File: src/rtl/conv_frame_seq.sv
// Frame-level sequencer for the 2D-conv memory controller: fill, then PROC -> OUT -> LOAD per output column.
// Optional cycle counter o_frame_cycles is built only when CONV_FSEQ_PERF_EN is defined.
module conv_frame_seq #(
    parameter int N           = 2,
    parameter int COL_LEN     = 440,
    parameter int IMG_COLS    = 440,
    parameter int PROC_CYCLES = 4,
    localparam int AW = $clog2(COL_LEN),
    localparam int CW = $clog2(IMG_COLS)
) (
    input  logic          clk,
    input  logic          rst,
    input  logic          i_start,
    input  logic          i_wr_valid,
    input  logic          i_rd_ready,
    output logic          o_sop,
    output logic          o_eop,
    output logic          o_chblk,
    output logic [AW-1:0] o_wr_addr,
    output logic [AW-1:0] o_rd_addr,
    output logic          o_rd_valid,
    output logic          o_busy,
    output logic          o_frame_done,
`ifdef CONV_FSEQ_PERF_EN
    output logic [31:0]   o_frame_cycles,
`endif
    output logic [CW-1:0] o_col_idx
);

    localparam int FW = $clog2(N + 2);
    localparam int PW = $clog2(PROC_CYCLES + 1);

    // State encoding doubles as the {eop,sop} code seen by the memory controller.
    typedef enum logic [1:0] {
        S_LOAD = 2'b00,
        S_PROC = 2'b01,
        S_OUT  = 2'b10,
        S_IDLE = 2'b11
    } state_t;

    state_t        state_q, state_d;
    logic [AW-1:0] wr_addr_q, wr_addr_d;
    logic [AW-1:0] rd_addr_q, rd_addr_d;
    logic [CW-1:0] col_idx_q, col_idx_d;
    logic [FW-1:0] loaded_q, loaded_d;
    logic [PW-1:0] proc_cnt_q, proc_cnt_d;
    logic          chblk_q, chblk_d;
    logic          rd_valid_q, rd_valid_d;
    logic          busy_q, busy_d;
    logic          frame_done_q, frame_done_d;

    logic          start_acc;
    logic          wr_last;
    logic          rd_last;
    logic          fill_done;
    logic          proc_done;
    logic          frame_end;
    logic [FW-1:0] target;

    assign start_acc = (state_q == S_IDLE) && i_start;
    assign wr_last   = i_wr_valid && (wr_addr_q == AW'(COL_LEN - 1));
    assign rd_last   = i_rd_ready && (rd_addr_q == AW'(COL_LEN - 1));
    // Before the first output column the banks need N+1 columns; afterwards one column refills.
    assign target    = (col_idx_q == '0) ? FW'(N + 1) : FW'(1);
    assign fill_done = wr_last && ((loaded_q + 1'b1) == target);
    assign proc_done = (proc_cnt_q == PW'(PROC_CYCLES - 1));
    assign frame_end = rd_last && ((col_idx_q + 1'b1) == CW'(IMG_COLS - N));

    always_ff @(posedge clk) begin
        if (!rst) begin
            state_q      <= S_IDLE;
            wr_addr_q    <= '0;
            rd_addr_q    <= '0;
            col_idx_q    <= '0;
            loaded_q     <= '0;
            proc_cnt_q   <= '0;
            chblk_q      <= 1'b0;
            rd_valid_q   <= 1'b0;
            busy_q       <= 1'b0;
            frame_done_q <= 1'b0;
        end else begin
            state_q      <= state_d;
            wr_addr_q    <= wr_addr_d;
            rd_addr_q    <= rd_addr_d;
            col_idx_q    <= col_idx_d;
            loaded_q     <= loaded_d;
            proc_cnt_q   <= proc_cnt_d;
            chblk_q      <= chblk_d;
            rd_valid_q   <= rd_valid_d;
            busy_q       <= busy_d;
            frame_done_q <= frame_done_d;
        end
    end

    always_comb begin
        state_d = state_q;
        case (state_q)
            S_IDLE:  if (i_start)   state_d = S_LOAD;
            S_LOAD:  if (fill_done) state_d = S_PROC;
            S_PROC:  if (proc_done) state_d = S_OUT;
            S_OUT:   if (rd_last)   state_d = frame_end ? S_IDLE : S_LOAD;
            default: state_d = S_IDLE;
        endcase
    end

    always_comb begin
        wr_addr_d    = wr_addr_q;
        rd_addr_d    = rd_addr_q;
        col_idx_d    = col_idx_q;
        loaded_d     = loaded_q;
        proc_cnt_d   = proc_cnt_q;
        chblk_d      = 1'b0;
        frame_done_d = 1'b0;
        case (state_q)
            S_IDLE: begin
                if (i_start) begin
                    col_idx_d = '0;
                    loaded_d  = '0;
                    wr_addr_d = '0;
                    rd_addr_d = '0;
                end
            end
            S_LOAD: begin
                proc_cnt_d = '0;
                if (i_wr_valid) begin
                    if (wr_last) begin
                        wr_addr_d = '0;
                        chblk_d   = 1'b1;
                        loaded_d  = fill_done ? '0 : loaded_q + 1'b1;
                    end else begin
                        wr_addr_d = wr_addr_q + 1'b1;
                    end
                end
            end
            S_PROC: begin
                rd_addr_d  = '0;
                proc_cnt_d = proc_done ? '0 : proc_cnt_q + 1'b1;
            end
            S_OUT: begin
                if (i_rd_ready) begin
                    if (rd_last) begin
                        rd_addr_d    = '0;
                        chblk_d      = 1'b1;
                        col_idx_d    = col_idx_q + 1'b1;
                        frame_done_d = frame_end;
                    end else begin
                        rd_addr_d = rd_addr_q + 1'b1;
                    end
                end
            end
            default: ;
        endcase
        rd_valid_d = (state_d == S_OUT);
        busy_d     = (state_d != S_IDLE);
    end

`ifdef CONV_FSEQ_PERF_EN
    logic [31:0] frame_cycles_q, frame_cycles_d;

    always_comb begin
        frame_cycles_d = frame_cycles_q;
        if (start_acc)   frame_cycles_d = '0;
        else if (busy_q) frame_cycles_d = frame_cycles_q + 32'd1;
    end

    always_ff @(posedge clk) begin
        if (!rst) frame_cycles_q <= '0;
        else      frame_cycles_q <= frame_cycles_d;
    end

    assign o_frame_cycles = frame_cycles_q;
`else
    logic unused_start_acc;
    assign unused_start_acc = start_acc;
`endif

    assign o_sop        = state_q[0];
    assign o_eop        = state_q[1];
    assign o_chblk      = chblk_q;
    assign o_wr_addr    = wr_addr_q;
    assign o_rd_addr    = rd_addr_q;
    assign o_rd_valid   = rd_valid_q;
    assign o_busy       = busy_q;
    assign o_frame_done = frame_done_q;
    assign o_col_idx    = col_idx_q;

endmodule
File: config.mk
export PLATFORM = sky130hd
export DESIGN_NAME = conv_frame_seq
export DESIGN_NICKNAME = d
export VERILOG_FILES = /design/src/rtl/conv_frame_seq.sv
export SDC_FILE = /design/constraint.sdc
export NUM_CORES = 1
export LEC_CHECK = 0
export CAP_MARGIN = 20
export CORE_ASPECT_RATIO = 1.1
export CORE_MARGIN = 2
export CORE_UTILIZATION = 30
export DETAILED_ROUTE_END_ITERATION = 10
export PLACE_DENSITY = 0.54
export SLEW_MARGIN = 30
export SYNTH_ARGS = -nofsm -noshare
export SYNTH_HDL_FRONTEND = slang
export SYNTH_SLANG_ARGS = --single-unit
File: constraint.sdc
create_clock -name clk -period 1.8 [get_ports clk]
set_input_delay 0.36 -clock clk [delete_from_list [all_inputs] [get_ports clk]]
set_output_delay 0.36 -clock clk [all_outputs]
set_load 0.05 [all_outputs]
met1.png
The bar under the picture is 20 um long.
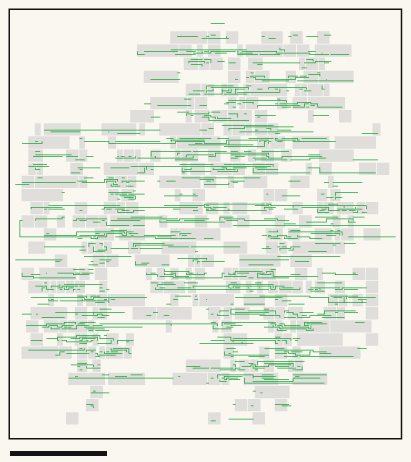
share of all routed wire: 47%
nets with wire on the layer: 297
wire length on this layer: 2540 um
via count: 2031
Total Routed Length: 5.43 mm
GR met1 Demand/Resource: 0.187

==> run summary <==
Iteration tally of the first detailed-router pass -> 4
Hold-fix buffers, CTS -> 0
CP Launch Type -> primary input
Grt ovf -> 0
Yosys top cell area share -> 0.389
Ant. Diodes -> 0
Max-slew headroom -> 0.741
Top cells by area -> dfxtp_1 39%, nor2_1 5.8%, nand2_1 5.2%
Antenna-violating nets left -> 0
Die height -> 88.7 um
Vias per inst -> 5.00
Initial antenna violation count -> 0
Hold crit path type -> reg2reg
Share of layout cells above drive strength 1 -> 0.387
Peak fanout along the critical path -> 5
Tool warnings -> 30
Clock transition at path regs -> 0.07 ns
Period minus WS final -> 1.79 ns
Most frequent logic cells in the routed design -> 76 x buf_4, 29 x nor2_1, 26 x nand2_1
Yosys Instances -> 243
Post-synth EDFFs -> 0
Remaining routing DRC violations -> 0
Vias in the first global route -> 1798
Chip footprint -> 7180 um^2
Setup Crit Path Kind -> in2reg
Inserted Clock Buffers -> 5
Unique cell types -> 44
Slew @ Worst Pin -> 0.387 ns
Latency at later pin -> 0.29 ns
Mapped Area -> 1950 um^2
Post-Syn Instances -> 243
PwrDens -> 625 nW/um^2
Register share of total power -> 0.483
Root Buffer -> clkbuf_8
Sequence of cells on the critical path -> clkdlybuf4s50_1 > inv_1 > or4_4 > or4_1 > a21oi_1
H-tree depth -> 2
Top pwr grp -> registers
Clk pwr share -> 0.336
Post-CTS setup buffer count -> 0
Ys flop type -> dfxtp_1
Setup crit start -> i_wr_valid
RR Startpoint -> o_rd_addr[0]
Crit path required time -> 2.02 ns
CTS tree -> yes
Max VDD drop -> 0.000357 V
Synth warn -> 0
Post-Route Skew -> 0.00776 ns
Max Clk Rate -> 0.559 GHz
Cycle use final -> 0.993
Final Setup Violations -> 0
Post-synthesis sequential area ratio -> 0.389
Core area -> 6230 um^2
Synth async-reset ratio -> 0
CP bufs+invs -> 2
Hold Path Origin -> proc_cnt_q[2]
Crit end category -> flip-flop
Clock Sinks -> 38
Placed insts -> 391
Sw Ratio -> 0.283
# port buffers -> 37
Fp_density -> 0.314
Global-route usage over all layers -> 0.154
Area leader, netlist -> dfxtp_1
Max_cap viols -> 0
Layout area overhead -> 47.9%
Clock buffer depth -> 2
Comb pwr share -> 0.182
Critical path's top delay family -> simple AND/OR/NAND/NOR gates
FP Rows -> 30
Worst hold slack -> 0.432 ns
Pin count of the biggest net entering global routing -> 21
Max stage delay cell, worst path -> or4_4
Fill count -> 645
Most numerous cell in the Yosys netlist -> dfxtp_1
Commonest Layout Cell -> buf_4
Die width -> 81.0 um
Final Non-Filler Cells -> 406
Max-slew violation count -> 0
WL/cell -> 13.4 um
Post-synth regs -> 38
Core Util, Final -> 0.464
Commonest cells in the netlist -> 38 x dfxtp_1, 30 x nor2_1, 27 x nand2_1, 18 x a21oi_1, 12 x o21ai_0
Static leakage power -> 1.17 nW
Syn Area/Cell -> 8.04 um^2
Setup TNS -> 0 ns
Nets -> 336
RSZ-0062 raised after global routing -> yes
Sequential power -> 0.000872 W
Net switching power figure -> 0.000511 W
Yosys stat chip area -> 1950 um^2
Outcome -> completed
P_comb -> 0.000328 W
Final Power -> 0.00181 W
Syn_nets -> 254
Max incr delay on CP -> 0.56 ns
Final Hold Viols -> 0
DP Wirelength -> 3.91 mm
Worst Path Arrival -> 2.01 ns
IO Count -> 38
Initial DRC Count -> 66
First-pass GRT wire length -> 8.48 mm
Post-cts repair resize count -> 2
Internal power -> 0.00130 W
Clk. pwr -> 0.000607 W
Routability cong. -> 0.867
met2.png
The bar under the picture is 20 um long.
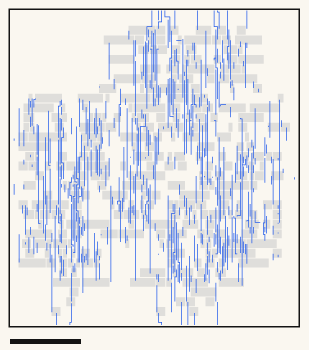
main direction: vertical
longest straight run: 46.8 um
nets with wire on the layer: 280
met2 global-route usage: 0.260

[final timing paths]
check,slack [ns],endpoint,cells past startpoint
max,0.01,loaded_q[1],5
min reg2reg,0.43,proc_cnt_q[2],2
min,0.43,proc_cnt_q[2],2
max reg2reg,0.03,o_col_idx[0],7
[worst reg2reg max path, cell delays in order, from the launching register on]
cell and delay (ns):
dfxtp_4 0.36, ha_4 0.14, nand4_1 0.12, nor4_4 0.34
buf_4 0.20, o211ai_1 0.10, or3_1 0.32, a21oi_1 0.14
[metal layers]
metal	global-route usage	share of wire	vias up	routed length [um]
met5	0	0	-	0
met4	0.0709	0.021	0	114
met3	0.0337	0.033	10	179
met2	0.260	0.48	39	2600
met1	0.187	0.47	944	2540
li1	-	-	1038	-
[cell type report]
type	instances	area, um^2	share of cell area
Multi-Input combinational cell	190	1220	0.423
Sequential cell	38	818	0.283
Timing Repair Buffer	82	629	0.218
Tap cell	80	100	0.0346
Clock buffer	7	86.3	0.0299
Inverter	8	30.0	0.0104
Clock inverter	1	5.00	0.00173
[metrics by stage]
step | area [um^2] | worst slack (ns)
finish | 2890 | 0.0125
global route | 2890 | -0.0953
CTS | 2780 | 0.00281
detailed placement | 2680 | -0.327
global placement | 2680 | -0.286
floorplan | 2040 | -0.0638
[state kept, by name, summed over array words and instances, names as in the netlist]
name / cells
o_busy: 1
o_rd_valid: 1
o_col_idx: 9
loaded_q: 2
o_chblk: 1
proc_cnt_q: 3
o_rd_addr: 9
o_wr_addr: 9
state_q: 2
o_frame_done: 1
[cell families after synthesis]
group / Yosys count / synth area share
and+or+nand+nor: 121 / 0.331
AOI/OAI and AO/OA: 52 / 0.161
DFF: 38 / 0.389
buffers and inverters: 15 / 0.0307
xor gates and xnor gates: 11 / 0.0493
adders and majority gates: 6 / 0.0384
Power and IR drop assume default switching activity.
